===== src/rtl/tone_pkg.sv =====
// Shared types and constants for the tone generator, note display and keyboard scanner.
package tone_pkg;

  typedef enum logic [1:0] {
    StIdle,
    StDiv,
    StRun
  } tone_state_e;

  localparam int unsigned CLK_HZ_DEFAULT = 100_000_000;

  // Note frequencies in Hz, octave 4.
  localparam logic [11:0] NOTE_C = 12'd261;
  localparam logic [11:0] NOTE_D = 12'd294;
  localparam logic [11:0] NOTE_E = 12'd330;
  localparam logic [11:0] NOTE_F = 12'd349;
  localparam logic [11:0] NOTE_G = 12'd392;
  localparam logic [11:0] NOTE_A = 12'd440;
  localparam logic [11:0] NOTE_B = 12'd494;

endpackage


===== src/rtl/tone_gen_if.sv =====
// Frequency request and speaker-side status bundle of the tone generator.
interface tone_gen_if #(
  parameter int unsigned FREQ_W = 12,
  parameter int unsigned CNT_W  = 26
);
  logic [FREQ_W-1:0] freq;
  logic              en;
  logic              tone_out;
  logic              busy;
  logic [CNT_W-1:0]  half_period;

  modport master (output freq, output en, input tone_out, input busy, input half_period);
  modport slave  (input freq, input en, output tone_out, output busy, output half_period);
endinterface


===== src/rtl/tone_div.sv =====
// Iterative restoring divider: CLK_HZ / divisor, one quotient bit per cycle, MSB first.
module tone_div
  import tone_pkg::*;
#(
  parameter int unsigned CLK_HZ = CLK_HZ_DEFAULT,
  parameter int unsigned FREQ_W = 12,
  parameter int unsigned CNT_W  = 26
) (
  input  logic              clk,
  input  logic              rst,
  input  logic              start_i,
  input  logic [FREQ_W:0]   divisor_i,
  output logic              done_o,
  output logic [CNT_W-1:0]  quotient_o
);

  localparam int unsigned RemW    = FREQ_W + 2;
  localparam int unsigned IdxW    = $clog2(CNT_W + 1);
  // One extra dividend bit: CLK_HZ may exceed 2^CNT_W; that bit preloads the remainder.
  localparam logic [CNT_W:0] Dividend = (CNT_W + 1)'(CLK_HZ);

  logic [RemW-1:0]  rem_q, rem_d;
  logic [FREQ_W:0]  dvs_q, dvs_d;
  logic [CNT_W-1:0] quo_q, quo_d;
  logic [IdxW-1:0]  idx_q, idx_d;
  logic             act_q, act_d;

  logic [RemW-1:0]  trial;
  logic [RemW:0]    diff;
  logic             qbit;

  always_comb begin
    trial      = (rem_q << 1) | RemW'(Dividend[idx_q]);
    diff       = {1'b0, trial} - (RemW + 1)'(dvs_q);
    qbit       = ~diff[RemW];
    quotient_o = (quo_q << 1) | CNT_W'(qbit);
    done_o     = 1'b0;
    rem_d      = rem_q;
    dvs_d      = dvs_q;
    quo_d      = quo_q;
    idx_d      = idx_q;
    act_d      = act_q;
    if (start_i) begin
      // Restart discards any division in flight.
      dvs_d = divisor_i;
      rem_d = RemW'(Dividend[CNT_W]);
      quo_d = '0;
      idx_d = IdxW'(CNT_W - 1);
      act_d = 1'b1;
    end else if (act_q) begin
      rem_d = qbit ? diff[RemW-1:0] : trial;
      quo_d = quotient_o;
      if (idx_q == '0) begin
        act_d  = 1'b0;
        done_o = 1'b1;
      end else begin
        idx_d = idx_q - 1'b1;
      end
    end
  end

  always_ff @(posedge clk or posedge rst) begin
    if (rst) begin
      rem_q <= '0;
      dvs_q <= '0;
      quo_q <= '0;
      idx_q <= '0;
      act_q <= 1'b0;
    end else begin
      rem_q <= rem_d;
      dvs_q <= dvs_d;
      quo_q <= quo_d;
      idx_q <= idx_d;
      act_q <= act_d;
    end
  end

endmodule


===== src/rtl/tone_gen.sv =====
// Square-wave tone generator: frequency-change detector, divide/run FSM and half-period counter.
module tone_gen
  import tone_pkg::*;
#(
  parameter int unsigned CLK_HZ = CLK_HZ_DEFAULT,
  parameter int unsigned FREQ_W = 12,
  parameter int unsigned CNT_W  = 26
) (
  input logic        clk,
  input logic        rst,
  tone_gen_if.slave  bus
);

  tone_state_e       state_q, state_d;
  logic [FREQ_W-1:0] freq_q, freq_d;
  logic [CNT_W-1:0]  cnt_q, cnt_d;
  logic [CNT_W-1:0]  hp_q, hp_d;
  logic              tone_q, tone_d;
  logic              busy_q, busy_d;

  logic              div_start;
  logic              div_done;
  logic [CNT_W-1:0]  div_quo;

  tone_div #(
    .CLK_HZ (CLK_HZ),
    .FREQ_W (FREQ_W),
    .CNT_W  (CNT_W)
  ) u_div (
    .clk        (clk),
    .rst        (rst),
    .start_i    (div_start),
    .divisor_i  ({bus.freq, 1'b0}),
    .done_o     (div_done),
    .quotient_o (div_quo)
  );

  always_comb begin
    state_d   = state_q;
    freq_d    = freq_q;
    cnt_d     = cnt_q;
    hp_d      = hp_q;
    tone_d    = tone_q;
    busy_d    = busy_q;
    div_start = 1'b0;
    if (bus.freq != freq_q) begin
      // A new frequency overrides everything, including an en change in the same cycle.
      freq_d = bus.freq;
      tone_d = 1'b0;
      cnt_d  = '0;
      if (bus.freq == '0) begin
        state_d = StIdle;
        busy_d  = 1'b0;
      end else begin
        state_d   = StDiv;
        busy_d    = 1'b1;
        div_start = 1'b1;
      end
    end else begin
      case (state_q)
        StIdle: begin
          tone_d = 1'b0;
        end
        StDiv: begin
          if (div_done) begin
            hp_d    = (div_quo == '0) ? CNT_W'(1) : div_quo;
            busy_d  = 1'b0;
            cnt_d   = '0;
            state_d = StRun;
          end
        end
        StRun: begin
          if (!bus.en) begin
            tone_d = 1'b0;
            cnt_d  = '0;
          end else if (cnt_q == hp_q - CNT_W'(1)) begin
            tone_d = ~tone_q;
            cnt_d  = '0;
          end else begin
            cnt_d = cnt_q + CNT_W'(1);
          end
        end
        default: begin
          state_d = StIdle;
          tone_d  = 1'b0;
        end
      endcase
    end
  end

  always_ff @(posedge clk or posedge rst) begin
    if (rst) begin
      state_q <= StIdle;
      freq_q  <= '0;
      cnt_q   <= '0;
      hp_q    <= '0;
      tone_q  <= 1'b0;
      busy_q  <= 1'b0;
    end else begin
      state_q <= state_d;
      freq_q  <= freq_d;
      cnt_q   <= cnt_d;
      hp_q    <= hp_d;
      tone_q  <= tone_d;
      busy_q  <= busy_d;
    end
  end

  assign bus.tone_out    = tone_q;
  assign bus.busy        = busy_q;
  assign bus.half_period = hp_q;

endmodule


===== src/flat_wrapper.sv =====
// flat-port wrapper written by rule: the top's interface ports become plain ports
module tone_gen_flat import tone_pkg::*;
#(
  parameter int unsigned CLK_HZ = CLK_HZ_DEFAULT,
  parameter int unsigned FREQ_W = 12,
  parameter int unsigned CNT_W  = 26
)
  (clk, rst, bus_freq, bus_en, bus_tone_out, bus_busy, bus_half_period);
  tone_gen_if #(.FREQ_W(FREQ_W), .CNT_W(CNT_W)) bus_i ();
  input logic clk;
  input logic rst;
  input wire logic [$bits(bus_i.freq)-1:0] bus_freq;
  input wire logic [$bits(bus_i.en)-1:0] bus_en;
  output wire logic [$bits(bus_i.tone_out)-1:0] bus_tone_out;
  output wire logic [$bits(bus_i.busy)-1:0] bus_busy;
  output wire logic [$bits(bus_i.half_period)-1:0] bus_half_period;
  assign bus_i.freq = bus_freq;
  assign bus_i.en = bus_en;
  assign bus_tone_out = bus_i.tone_out;
  assign bus_busy = bus_i.busy;
  assign bus_half_period = bus_i.half_period;
  tone_gen #(.CLK_HZ(CLK_HZ), .FREQ_W(FREQ_W), .CNT_W(CNT_W)) u_core (.clk(clk), .rst(rst), .bus(bus_i));
endmodule

===== config.mk =====
export PLATFORM = sky130hd
export DESIGN_NAME = tone_gen_flat
export DESIGN_NICKNAME = d
export VERILOG_FILES = /design/src/rtl/tone_pkg.sv /design/src/rtl/tone_gen_if.sv /design/src/rtl/tone_div.sv /design/src/rtl/tone_gen.sv /design/src/flat_wrapper.sv
export SDC_FILE = /design/constraint.sdc
export NUM_CORES = 1
export LEC_CHECK = 0
export CELL_PAD_IN_SITES_DETAIL_PLACEMENT = 0
export CELL_PAD_IN_SITES_GLOBAL_PLACEMENT = 2
export CORE_MARGIN = 10
export CORE_UTILIZATION = 39
export CTS_CLUSTER_SIZE = 30
export DETAILED_ROUTE_END_ITERATION = 16
export PLACE_DENSITY = 0.79
export SYNTH_ARGS = -nofsm -noshare
export SYNTH_HDL_FRONTEND = slang
export SYNTH_HIERARCHICAL = 1
export SYNTH_SLANG_ARGS = --single-unit

===== constraint.sdc =====
create_clock -name clk -period 3.8 [get_ports clk]
set_input_delay 0.76 -clock clk [delete_from_list [all_inputs] [get_ports clk]]
set_output_delay 0.76 -clock clk [all_outputs]
set_load 0.02 [all_outputs]

Figure 1. Clock routing (run 1).
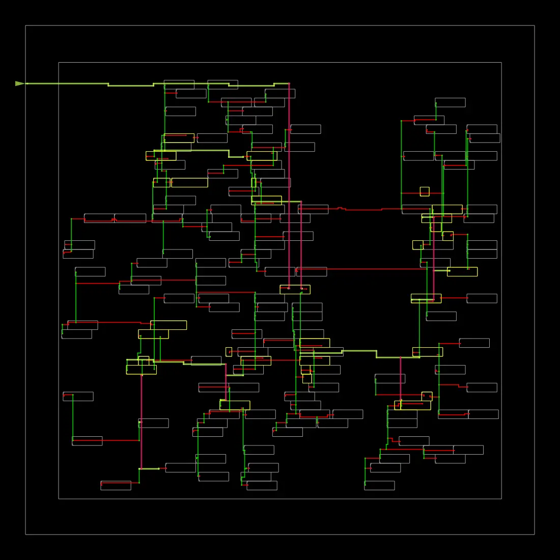
clk_buf instances: 19
clock sinks: 125

Figure 2. A small window of the routed layout (run 1).
Region (65, 65) to (90, 90) µm. Cells in gray, sequential cells in the stronger gray; small squares are vias.
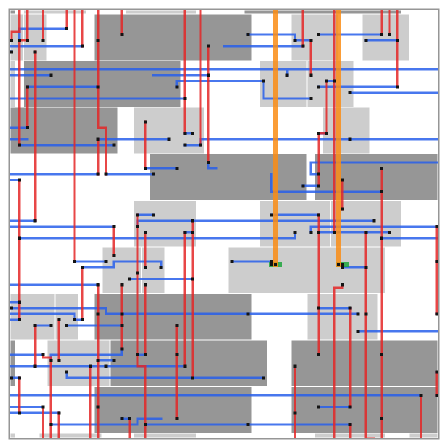
met2 -> red
met1 -> blue
met3 -> green
met4 -> orange
cells with their middle in the window = 28
sequential cells in the window = 10
netlist names of flops here include = u_core/bus.half_period (6), u_core/u_div/quo_q (4)
most frequent = dfrtp_1 (10)

==> flow_summary.json, run 1 <==
{
  "status": "finished clean",
  "place_inst": 997,
  "comb_area_um2": 3670,
  "grt_util_all_layers_pct": 15.4,
  "layout_top_cell": "dfrtp_1",
  "pwr-share-comb_pct": 4.0,
  "clock_path_buffers": 2,
  "drv_cap": 0,
  "drt_first_pass_iters": 5,
  "cp_top_family": "simple AND/OR/NAND/NOR gates",
  "vdd_drop_max_uv": 302,
  "root_buffer": "clkbuf_16",
  "p_clk_mw": 1.60,
  "cp.arrival_ns": 3.84,
  "htree_levels": 4,
  "min_period_ns": 3.54,
  "tightest_slew_ns": 0.836,
  "drc": 0,
  "fin_tns_setup_ns": 0,
  "logic_gate_count": 535,
  "fp_nets": 772,
  "nFlopsAndLatches": 125,
  "clock-skew-final_ns": 0.0117,
  "syn_area_per_cell_um2": 9.67,
  "wl_met1_mm": 8.60,
  "lay_top_cells": "dfrtp_1, nor2_1, nand2_1, xnor2_1, clkdlybuf4s50_1",
  "grt_pass1_vias": 5608,
  "met2_usage_pct": 24.9,
  "holdWs_ns": 0.511,
  "fp-utilization_pct": 39.7,
  "num_vias": 5501,
  "grt_max_degree": 68,
  "numSynthFlops": 125,
  "p_per_area_nw_per_um2": 362,
  "ys_cells": 740,
  "reg2reg_slack_ns": 0.26,
  "slew_viol_final": 0,
  "grt_antenna_before_repair": 0,
  "buffer_area_share_pct": 8.47,
  "pre_cts_slack_ns": -0.174,
  "warnings": 26,
  "post_cts_resized": 0,
  "dp_hpwl_mm": 13.3,
  "use_met1_pct": 20.3,
  "hold_class": "reg2reg",
  "enable_flop_cells": 0,
  "die_w_um": 155,
  "synthTopCellsByCount": "dfrtp_1, nor2_1, nand2_1, xnor2_1, clkbuf_1",
  "rsz0062_at_grt": "no",
  "final.period_utilization_pct": 93.2,
  "max_freq_mhz": 282,
  "pin_count": 43,
  "syn_area_um2": 7150,
  "grt_first_pass_wirelength_mm": 30.1,
  "wirelength_mm": 18.1,
  "slowest_delay_ns": 0.59,
  "max_slew_margin_pct": 44.2,
  "async_flop_share_pct": 100,
  "postCtsHoldBufs": 0,
  "num-fill-cells": 1694,
  "timing.rr.start": "u_core/bus.half_period[1]",
  "met2_length_mm": 8.74,
  "timing.rr.end": "u_core/cnt_q[20]",
  "ant_nets": 0,
  "power.internal_mw": 2.38,
  "holdPathEnd": "u_core/bus.tone_out",
  "setup.worst_path.end": "u_core/cnt_q[20]",
  "numCtsBuffers": 17,
  "detail_route.wl_per_cell_um": 17.6,
  "synthCells": 740,
  "fin_cells": 1028,
  "flop_area_um2": 3130,
  "cp_max_fo": 23,
  "cts_tree": "built",
  "final-hold-violation-count": 0,
  "whs_path_depth": 1,
  "comb_share_pct": 43.2,
  "yosys.area.top_type": "dfrtp_1"
}
Figure 3. Placement density heat map (run 1).
Drawn at 2 px/µm. The die is cut into 16 by 16 equal tiles; black is low, pale yellow is high, 0 to 100% covered.
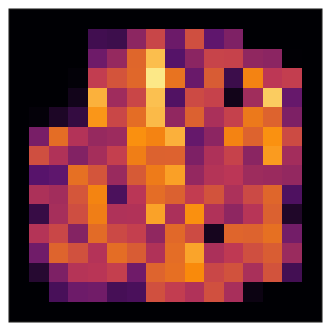
tiles over 75% full = 5.9%
nearly empty tiles = 31%
emptiest ninth of the die = upper left
fullest tile = 95%
mean over tiles = 34%
densest ninth of the die = center
Core Region: 18000 µm²
Final Util: 47.2%

Figure 4. Placement by cell class (run 1).
Drawn at 2 px/µm. Fill, decap, tap and diode cells in gray.
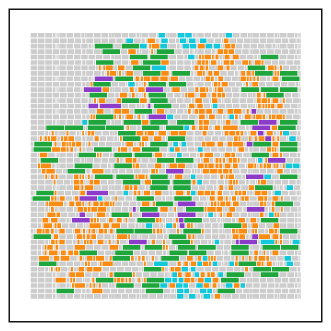
flip-flops -> green  # cells 125
other buffers and delay cells -> cyan  # cells 77
all other logic -> orange  # cells 566
clock drivers and dummy loads -> purple  # cells 31
final instance area: 8500 µm²
sequential share of cell area: 36.8%
# rows: 49

==> run 1: state kept, by name, summed over array words and instances (netlist names) <==
register                flops
u_core/freq_q              12
u_core/u_div/rem_q         13
u_core/bus.half_period     26
u_core/state_q              2
u_core/cnt_q               26
u_core/u_div/dvs_q         13
u_core/bus.tone_out         1
u_core/u_div/act_q          1
u_core/u_div/idx_q          5
u_core/u_div/quo_q         25
u_core/bus.busy             1
==> run 1: kinds of logic after synthesis <==
| kind of cell | synth area share (%) |
|---|---|
| flip-flops | 43.7 |
| multiplexers | 7.87 |
| AND/OR/NAND/NOR | 19.9 |
| adder cells (fa/ha/maj) | 3.08 |
| XOR/XNOR | 9.55 |
| AND-OR/OR-AND | 10.9 |
| buffers and inverters | 4.95 |
| other | 0.0524 |
Figure 5. Clock wires, drivers and flops (run 1).
Drawn at 4 px/µm.
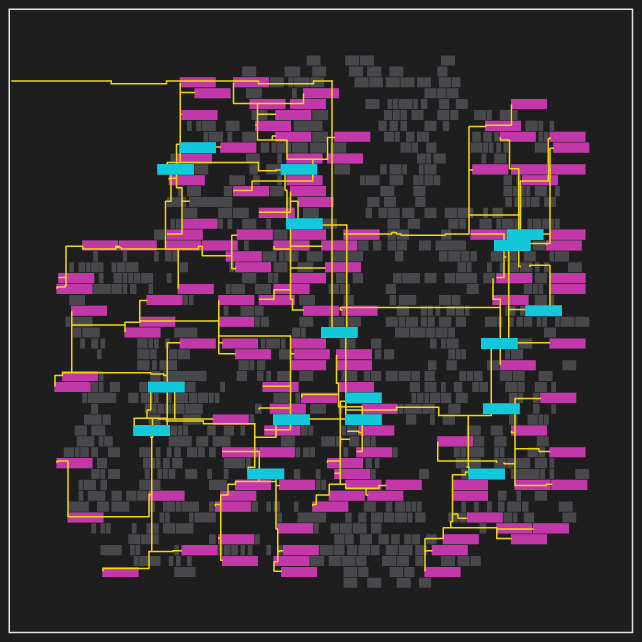

==> run 1 -> run 2 <==
--- a/config.mk
+++ b/config.mk
@@ -9,8 +9,10 @@
 export CELL_PAD_IN_SITES_GLOBAL_PLACEMENT = 2
 export CORE_MARGIN = 10
 export CORE_UTILIZATION = 39
+export CTS_CLUSTER_DIAMETER = 40
 export CTS_CLUSTER_SIZE = 30
 export DETAILED_ROUTE_END_ITERATION = 16
+export HOLD_SLACK_MARGIN = 0.03
 export PLACE_DENSITY = 0.79
 export SYNTH_ARGS = -nofsm -noshare
 export SYNTH_HDL_FRONTEND = slang
==> constraint.sdc (replaced) <==
create_clock -name clk -period 3.8 [get_ports clk]
set_input_delay 0.76 -clock clk [delete_from_list [all_inputs] [get_ports clk]]
set_output_delay 0.76 -clock clk [all_outputs]
set_load 0.1 [all_outputs]
Figure 6. Clock wires, drivers and flops (run 2).
Drawn at 4 px/µm.
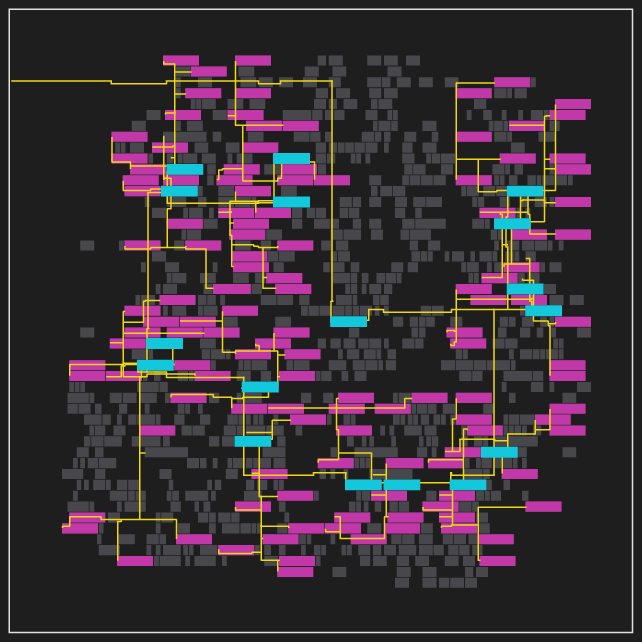
flip-flops -> magenta  # count 125
clock wires -> yellow  # length 1780 µm
cells driving clock nets -> cyan  # count 17
flops lie = spread over the die
clock share of power: 55.1%
P_clk: 1.81 mW

Figure 7. Placement by cell class (run 2).
Drawn at 2 px/µm. Fill, decap, tap and diode cells in gray.
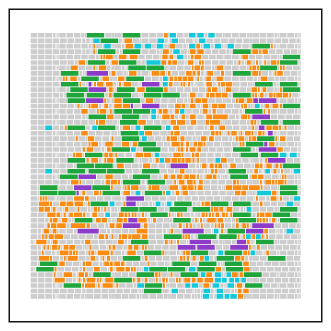
Final Util: 47.7%
final instance area: 8590 µm²
sequential share of cell area: 36.4%

==> flow_summary.json, run 2 <==
{
  "setup.worst_path.end": "u_core/cnt_q[25]",
  "met2_usage_pct": 23.2,
  "status": "finished clean",
  "dp_hpwl_mm": 13.5,
  "final.period_utilization_pct": 93.4,
  "num_vias": 5498,
  "detail_route.wl_per_cell_um": 17.7,
  "die_w_um": 155,
  "holdPathEnd": "u_core/u_div/dvs_q[10]",
  "p_per_area_nw_per_um2": 382,
  "syn_area_um2": 7150,
  "ys_cells": 740,
  "numSynthFlops": 125,
  "final-hold-violation-count": 0,
  "wirelength_mm": 18.2,
  "grt_antenna_before_repair": 0,
  "synthCells": 740,
  "pre_cts_slack_ns": -0.103,
  "root_buffer": "clkbuf_16",
  "min_period_ns": 3.55,
  "fin_tns_setup_ns": 0,
  "cp.arrival_ns": 3.85,
  "grt_pass1_vias": 5455,
  "reg2reg_slack_ns": 0.25,
  "synthTopCellsByCount": "dfrtp_1, nor2_1, nand2_1, xnor2_1, clkbuf_1",
  "power.internal_mw": 2.61,
  "lay_top_cells": "dfrtp_1, nor2_1, nand2_1, xnor2_1, clkdlybuf4s50_1",
  "rows": 49,
  "drv_cap": 0,
  "fp_nets": 772,
  "max_slew_margin_pct": 34.2,
  "vdd_drop_max_uv": 313,
  "pin_count": 43,
  "holdWs_ns": 0.529,
  "tightest_slew_ns": 0.984,
  "timing.rr.start": "u_core/bus.half_period[1]",
  "grt_util_all_layers_pct": 15.6,
  "max_freq_mhz": 282,
  "yosys.area_share.aoi_pct": 10.9,
  "place_inst": 999,
  "htree_levels": 4,
  "yosys.area.top_type": "dfrtp_1",
  "timing.rr.end": "u_core/cnt_q[25]",
  "slew_viol_final": 0,
  "clock_path_buffers": 2,
  "ys_sh_mux_pct": 7.87,
  "async_flop_share_pct": 100,
  "clock-skew-final_ns": 0.0147,
  "slowest_delay_ns": 0.59,
  "whs_path_depth": 2,
  "drt_first_pass_iters": 5,
  "cp_top_family": "simple AND/OR/NAND/NOR gates"
}
==> run 2: cell count changes in the layout (fill, tap and decap cells not counted), moves of 2 or more <==
cell	previous run	this run
buf_4	32	38
bufinv_16	2	5
clkbuf_8	1	3
clkdlybuf4s50_1	42	39
clkinv_4	2	0
inv_6	3	1
==> run 2: routing by layer <==
metal | up-vias | part of all wire, %
li1 | 2703 | -
met1 | 2700 | 51
met2 | 80 | 45
met3 | 15 | 3.2
met4 | 0 | 1.2
met5 | - | 0
==> run 2: cell type report <==
class                   instances  area (µm²)
clock buffers                  22         474
repair buffers                 79         716
fillers                      1666        9430
flip-flops and latches        125        3130
multi-input cells             535        3680
clock inverters                10         184
inverters                      31         116
well taps                     229         287
==> run 2: repair_timing <==
item	in CTS	in global routing
hold buffers	0	0
setup endpoints to repair	0	4
setup buffers	0	0
resized	0	2
Power and IR drop assume default switching activity.
